run_1/clocks.png
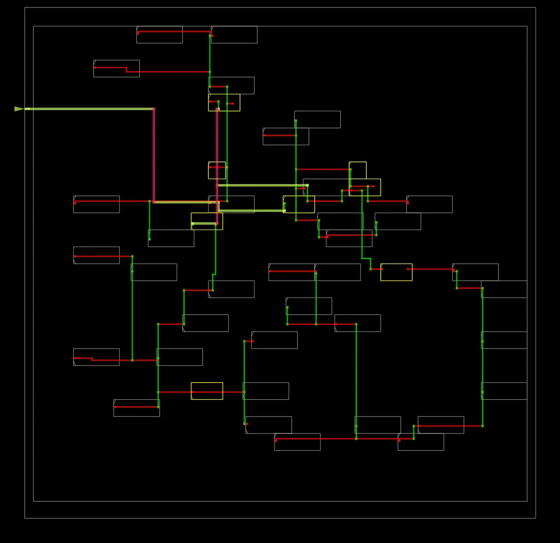
run_1/metal_density.png
16 x 16 tiles, from dark blue (low) to red (high), scaled to the fullest tile. Values are wire area over tile area, all layers added.
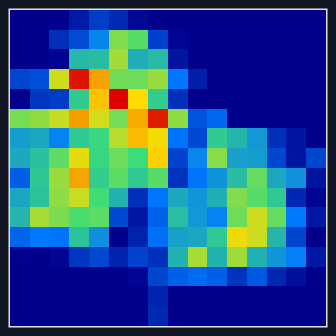
run_1/placement_by_type.png
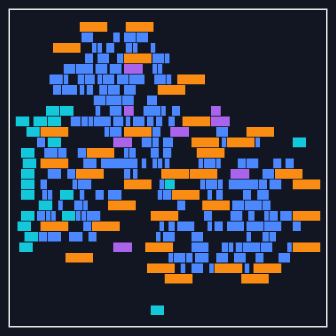
$ cat src/rtl/div_frec_pkg.sv
// Shared definitions for the programmable frequency divider: state encoding,
// default widths/prescale and a counter-width helper.
package div_frec_pkg;
    typedef enum logic {IDLE = 1'b0, RUN = 1'b1} state_t;

    localparam int DIV_WIDTH = 8;
    localparam int PRESC_DEF = 100000;

    // Counter width able to hold 0..n-1, never narrower than one bit.
    function automatic int cnt_w(input int n);
        return (n > 1) ? $clog2(n) : 1;
    endfunction
endpackage

$ cat src/rtl/div_frec_prog_tick_presc.sv
// Base-tick prescaler: free-running 0..PRESC-1 counter, held at zero by clr_i.
module tick_presc
    import div_frec_pkg::*;
#(
    parameter int PRESC = PRESC_DEF
) (
    input  logic clk_i,
    input  logic reset,
    input  logic clr_i,
    output logic bt_o
);
    localparam int            PW   = cnt_w(PRESC);
    localparam logic [PW-1:0] LAST = PW'(PRESC - 1);

    logic [PW-1:0] r_pre_cnt;

    always_ff @(posedge clk_i) begin
        if (reset || clr_i)
            r_pre_cnt <= '0;
        else if (r_pre_cnt == LAST)
            r_pre_cnt <= '0;
        else
            r_pre_cnt <= r_pre_cnt + PW'(1);
    end

    // With PRESC=1 the counter sits at LAST, so every enabled cycle is a tick.
    assign bt_o = (r_pre_cnt == LAST) && !clr_i;
endmodule

$ cat src/rtl/div_frec_prog.sv
// Programmable 50%-duty divider: half-period = div word * PRESC cycles; the
// divide word is reloaded only at half-period boundaries so no runt pulses occur.
module div_frec_prog
    import div_frec_pkg::*;
#(
    parameter int PRESC = PRESC_DEF,
    parameter int WIDTH = DIV_WIDTH
) (
    input  logic             clk_i,
    input  logic             reset,
    input  logic             en_i,
    input  logic [WIDTH-1:0] div_i,
    output logic             sq_o,
    output logic             edge_o,
    output logic             busy_o,
    output logic [WIDTH-1:0] div_o
);
    state_t           r_state, w_state_nx;
    logic [WIDTH-1:0] r_hp_cnt, w_hp_nx;
    logic [WIDTH-1:0] r_div_q, w_div_nx;
    logic             r_sq, w_sq_nx;
    logic             r_edge, w_edge_nx;
    logic             w_bt;
    logic             w_clr;

    // Prescaler is held clear whenever we are idle or about to drop to idle.
    assign w_clr = (r_state == IDLE) || !en_i;

    tick_presc #(.PRESC(PRESC)) u_tick (
        .clk_i (clk_i),
        .reset (reset),
        .clr_i (w_clr),
        .bt_o  (w_bt)
    );

    always_ff @(posedge clk_i) begin
        if (reset) begin
            r_state  <= IDLE;
            r_hp_cnt <= '0;
            r_div_q  <= '0;
            r_sq     <= 1'b0;
            r_edge   <= 1'b0;
        end else begin
            r_state  <= w_state_nx;
            r_hp_cnt <= w_hp_nx;
            r_div_q  <= w_div_nx;
            r_sq     <= w_sq_nx;
            r_edge   <= w_edge_nx;
        end
    end

    always_comb begin
        w_state_nx = r_state;
        w_hp_nx    = r_hp_cnt;
        w_div_nx   = r_div_q;
        w_sq_nx    = r_sq;
        w_edge_nx  = 1'b0;
        case (r_state)
            IDLE: begin
                w_sq_nx = 1'b0;
                w_hp_nx = '0;
                if (en_i && (div_i != '0)) begin
                    w_div_nx   = div_i;
                    w_state_nx = RUN;
                end
            end
            RUN: begin
                if (!en_i) begin
                    w_state_nx = IDLE;
                    w_sq_nx    = 1'b0;
                    w_hp_nx    = '0;
                    w_div_nx   = '0;
                end else if (w_bt) begin
                    if (r_hp_cnt == r_div_q - WIDTH'(1)) begin
                        // Half-period boundary: the only place div_i is sampled.
                        w_hp_nx  = '0;
                        w_div_nx = div_i;
                        if (div_i != '0) begin
                            w_sq_nx   = ~r_sq;
                            w_edge_nx = 1'b1;
                        end else begin
                            w_sq_nx    = 1'b0;
                            w_state_nx = IDLE;
                        end
                    end else begin
                        w_hp_nx = r_hp_cnt + WIDTH'(1);
                    end
                end
            end
            default: w_state_nx = IDLE;
        endcase
    end

    assign sq_o   = r_sq;
    assign edge_o = r_edge;
    assign busy_o = (r_state == RUN);
    assign div_o  = r_div_q;
endmodule

$ cat config.mk
export PLATFORM = sky130hd
export DESIGN_NAME = div_frec_prog
export DESIGN_NICKNAME = d
export VERILOG_FILES = /design/src/rtl/div_frec_pkg.sv /design/src/rtl/div_frec_prog_tick_presc.sv /design/src/rtl/div_frec_prog.sv
export SDC_FILE = /design/constraint.sdc
export NUM_CORES = 1
export LEC_CHECK = 0
export CORE_UTILIZATION = 30
export DETAILED_ROUTE_END_ITERATION = 12
export SLEW_MARGIN = 0
export SYNTH_ARGS = -nofsm -noshare
export SYNTH_HDL_FRONTEND = slang
export SYNTH_HIERARCHICAL = 1
export SYNTH_SLANG_ARGS = --single-unit
$ cat constraint.sdc
create_clock -name clk_i -period 3.3 [get_ports clk_i]
set_clock_uncertainty 0.1 [all_clocks]
set_input_delay 0.33 -clock clk_i [delete_from_list [all_inputs] [get_ports clk_i]]
set_output_delay 0.33 -clock clk_i [all_outputs]
set_load 0.02 [all_outputs]
==> flow_metrics.env, run 1 <==
# physical design summary
export IMPL_final_clk_cell_share=0.0426
export IMPL_cp_depth=6
export IMPL_crit_fanout=8
export IMPL_drt_pass1_iter_count=4
export IMPL_num_antenna_cells=0
export IMPL_outcome="finished clean"
export IMPL_synth_cell_area_sq_um=1910
export IMPL_rows=28
export IMPL_most_common_cell="dfxtp_1"
export IMPL_swShare=0.266
export IMPL_slowest_stage="a311oi_4"
export IMPL_antenna_left=0
export IMPL_gp_congestion=0.838
export IMPL_fin_setup_tns_ns=0
export IMPL_r2r_worst_path_cells=6
export IMPL_cap_violations=0
export IMPL_fin_nets=250
export IMPL_p_comb_mw=0.124
export IMPL_edf_count=0
export IMPL_dr_wl_met3_um=151
export IMPL_root_buffer="clkbuf_8"
export IMPL_comb_area_sq_um=1140
export IMPL_max_slew_margin=0.559
export IMPL_hold_class="reg -> reg"
export IMPL_seq_power_share=0.499
export IMPL_r2r_end="div_o[6]"
export IMPL_portBuffers=21
export IMPL_final_layout_size_suffix_gt1_frac=0.110
export IMPL_dieArea_sq_um=6700
export IMPL_finalHoldViolCount=0
export IMPL_synth_area_per_cell_sq_um=8.99
export IMPL_ys_area_sq_um=1910
export IMPL_largest_class="combinational gates"
export IMPL_cts_setup_buffers=0
export IMPL_rsz0062_at_grt="false"
export IMPL_final_cell_mix="dfxtp_1, nor2_1, xnor2_1, clkdlybuf4s50_1, nand2_1"
export IMPL_internal_power_mw=0.676
export IMPL_use_met3=0.0389
export IMPL_r2r_start="div_o[0]"
export IMPL_first_iter_violations=49
export IMPL_power_frac_clock=0.365
export IMPL_grt_busiest_layer="met2"
export IMPL_drcViolationCount=0
About clocks.png:
CTS Sinks: 36
Num CTS Buffers: 5
CLK BUF: 6
Late-Pin Clk Latency: 0.29 ns
Seq Cell Count: 36

About metal_density.png:
- emptiest ninth of the die: north-east
- nearly empty tiles: 38%
- fullest tile: 0.38
drt total wl: 3.87 mm
drt wl/cell: 12.4 um
detailed-route via count: 1525
total track usage: 0.132

About placement_by_type.png:
- other buffers and delay cells: cyan (cells 22; share of their area 9.9%)
- flops: orange (cells 36; share of their area 33%)
- clock drivers and dummy loads: purple (cells 8; share of their area 4.4%)
- combinational and other logic: blue (cells 171; share of their area 53%)
core region area: 6030 sq um
post-route cell area: 2290 sq um
Seq area share: 0.315

[run 1: cells by family (layout without fill, tap and decap cells)]
logic type | count (synthesis) | count (layout) | synth area share
buffers and inverters | 11 | 35 | 0.0268
and+or+nand+nor | 108 | 108 | 0.322
xor gates and xnor gates | 30 | 30 | 0.137
muxes | 8 | 8 | 0.0418
AOI/OAI and AO/OA | 17 | 17 | 0.0758
adders and majority gates | 3 | 3 | 0.0196
DFF | 36 | 36 | 0.376
[run 1: per-stage QoR]
stage | cells | worst slack, ns | power [mW]
after detailed placement | 304 | 0.445 | 0.594
after global routing | 312 | 0.290 | 0.969
after global placement | 304 | 0.492 | 0.596
after CTS | 312 | 0.433 | 0.934
after floorplan | 213 | 0.591 | 0.547
final | 312 | 0.455 | 0.921
run_1/flops_by_reg.png
Other sequential cells in the stronger grey, the rest of the logic in the fainter grey.
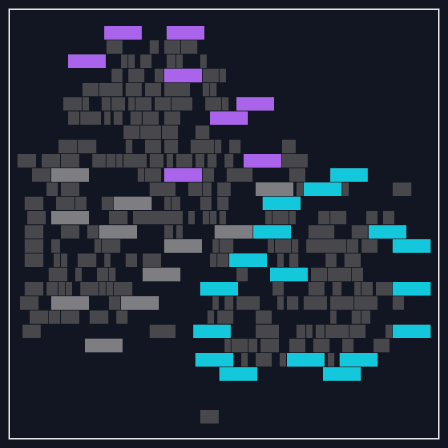

==> run 2, diff against run 1 <==
- SETUP_SLACK_MARGIN: not set -> 0.4
run_2/flops_by_reg.png
Other sequential cells in the stronger grey, the rest of the logic in the fainter grey.
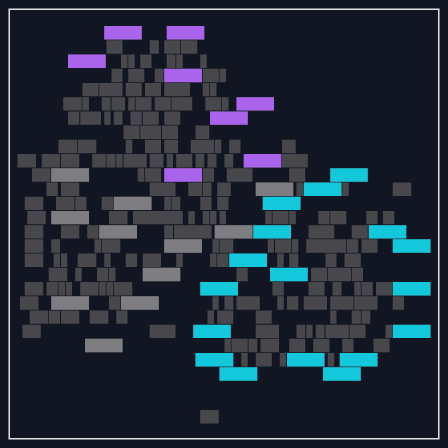
- `r_hp_cnt`: purple (sequential cells 8)
- `u_tick/r_pre_cnt`: cyan (sequential cells 17)
Flop+latch power: 0.460 mW
Final Core Density: 0.384
Seq area share: 0.312

==> flow_metrics.env, run 2 <==
# physical design summary
export IMPL_fin_setup_tns_ns=0
export IMPL_adder_share=0.0196
export IMPL_rsz0062_at_grt="false"
export IMPL_cap_violations=0
export IMPL_swShare=0.266
export IMPL_rows=28
export IMPL_routed_wl_mm=3.90
export IMPL_grt_busiest_layer="met2"
export IMPL_synth_mux_area_fraction=0.0418
export IMPL_finalPower_mw=0.927
export IMPL_hold_class="reg -> reg"
export IMPL_cts_buffers=5
export IMPL_internal_power_mw=0.681
export IMPL_max_slew_margin=0.556
export IMPL_topCombFamilyByArea="simple AND/OR/NAND/NOR gates"
export IMPL_num_antenna_cells=0
export IMPL_edf_count=0
export IMPL_portBuffers=21
export IMPL_drcViolationCount=0
export IMPL_most_common_cell="dfxtp_1"
export IMPL_outcome="finished clean"
export IMPL_simple_gate_area_frac=0.322
export IMPL_cts_sinks=36
export IMPL_cts_setup_buffers=0
export IMPL_synthAoiAreaFrac=0.0758
export IMPL_slowest_stage="a2111oi_0"
export IMPL_final_layout_size_suffix_gt1_frac=0.113
export IMPL_comb_area_sq_um=1140
export IMPL_crit_fanout=8
export IMPL_fin_nets=251
export IMPL_setup_ws_ns=0.655
export IMPL_root_buffer="clkbuf_8"
run_2/clk_routes.png
Bar = 20 um.
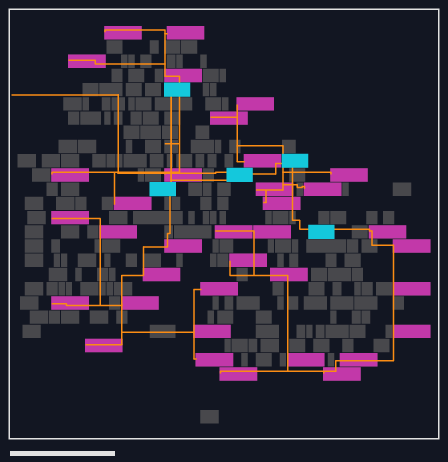
- clock wires: orange (length 516 um)
- clock drivers: cyan (count 5)
- flip-flops: magenta (count 36)
- flops lie: widely spread
Clock group: 0.336 mW
Clock power frac: 0.363

==> run 2: cell counts after synthesis <==
Identical to the previous run, type by type.
==> run 2: layout make-up <==
type,instances,share of cell area
Clock buffer,6,0.0357
Timing Repair Buffer,23,0.103
Sequential cell,36,0.312
Clock inverter,2,0.00650
Tap cell,75,0.0406
Multi-Input combinational cell,166,0.494
Inverter,5,0.00812
==> run 2: final timing paths <==
kind,depth (start not counted),startpoint,endpoint
hold reg to reg,1,u_tick/r_pre_cnt[0],u_tick/r_pre_cnt[0]
setup reg to reg,6,div_o[0],busy_o
hold / removal,1,u_tick/r_pre_cnt[0],u_tick/r_pre_cnt[0]
setup / recovery,6,div_o[0],busy_o
run_2/placement_by_type.png
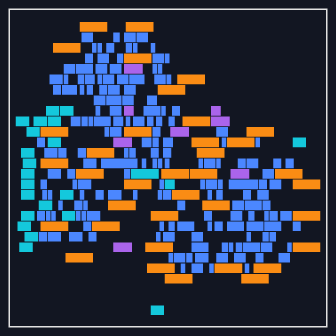

==> run 3, diff against run 2 <==
- clock period: 3.3 -> 2.8 ns (I/O delays scaled with it)
run_3/placement_by_type.png
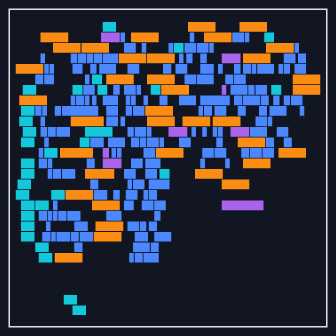
- flops: orange (cells 36; share of their area 31%)
- combinational and other logic: blue (cells 171; share of their area 51%)
- clock drivers and dummy loads: purple (cells 8; share of their area 4.6%)
- other buffers and delay cells: cyan (cells 31; share of their area 13%)
Final Core Density: 0.401
Seq area share: 0.302

==> flow_metrics.env, run 3 <==
# physical design summary
export IMPL_setup_ws_ns=0.317
export IMPL_first_iter_violations=52
export IMPL_dieArea_sq_um=6700
export IMPL_synth_mux_area_fraction=0.0418
export IMPL_drcViolationCount=0
export IMPL_r2r_start="div_o[1]"
export IMPL_cap_violations=0
export IMPL_finalHoldViolCount=0
export IMPL_ys_area_sq_um=1910
export IMPL_internal_power_mw=0.876
export IMPL_simple_gate_area_frac=0.322
export IMPL_routed_wl_mm=4.00
export IMPL_synthAoiAreaFrac=0.0758
export IMPL_seq_power_share=0.467
export IMPL_drt_pass1_iter_count=4
export IMPL_comb_area_share=0.484
export IMPL_cts_setup_buffers=4
export IMPL_max_slew_margin=0.649
export IMPL_dp_cells=308
export IMPL_outcome="finished clean"
export IMPL_gp_congestion=0.739
export IMPL_num_clock_buffers=6
export IMPL_root_buffer="clkbuf_8"
export IMPL_fin_nets=259
export IMPL_hold_class="reg -> reg"
export IMPL_wl_per_cell_um=12.5
export IMPL_cts_buffers=5
run_3/clk_routes.png
Bar = 20 um.
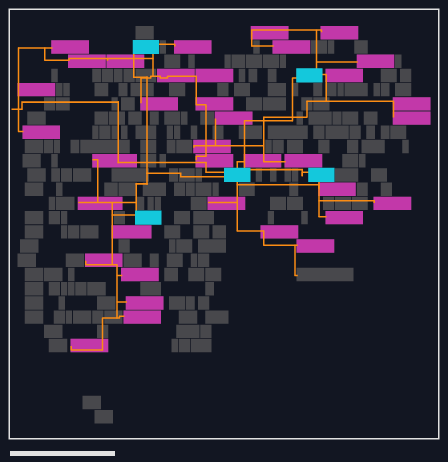
- flip-flops: magenta (count 36)
- clock wires: orange (length 511 um)
- clock drivers: cyan (count 5)
- routed clock nets: 6
Clock group: 0.451 mW
Clock power frac: 0.389

==> run 3: cell counts after synthesis <==
No cell type changed its count.
==> run 3: power by group through the flow <==
stage	Clock (mW)	Sequential, mW	Combinational [mW]
after global routing	0.486	0.543	0.182
after floorplan	0	0.562	0.0863
after detailed placement	0	0.554	0.157
after CTS	0.465	0.541	0.169
final	0.451	0.541	0.167
after global placement	0	0.554	0.154
==> run 3: worst paths after layout <==
kind | endpoint | slack, ns | depth (start not counted)
worst min-delay path | sq_o | 0.39 | 2
worst max-delay path | div_o[2] | 0.32 | 7
worst max register to register | div_o[2] | 0.32 | 7
worst min register to register | sq_o | 0.39 | 2
==> run 3: layer usage <==
metal	track usage	wire, um	vias up
li1	-	-	803
met1	0.168	1940	754
met2	0.217	1910	24
met3	0.0356	117	5
met4	0.0421	31	0
met5	0	0	-
No activity file was given, so power comes from the tool's default toggle rates.
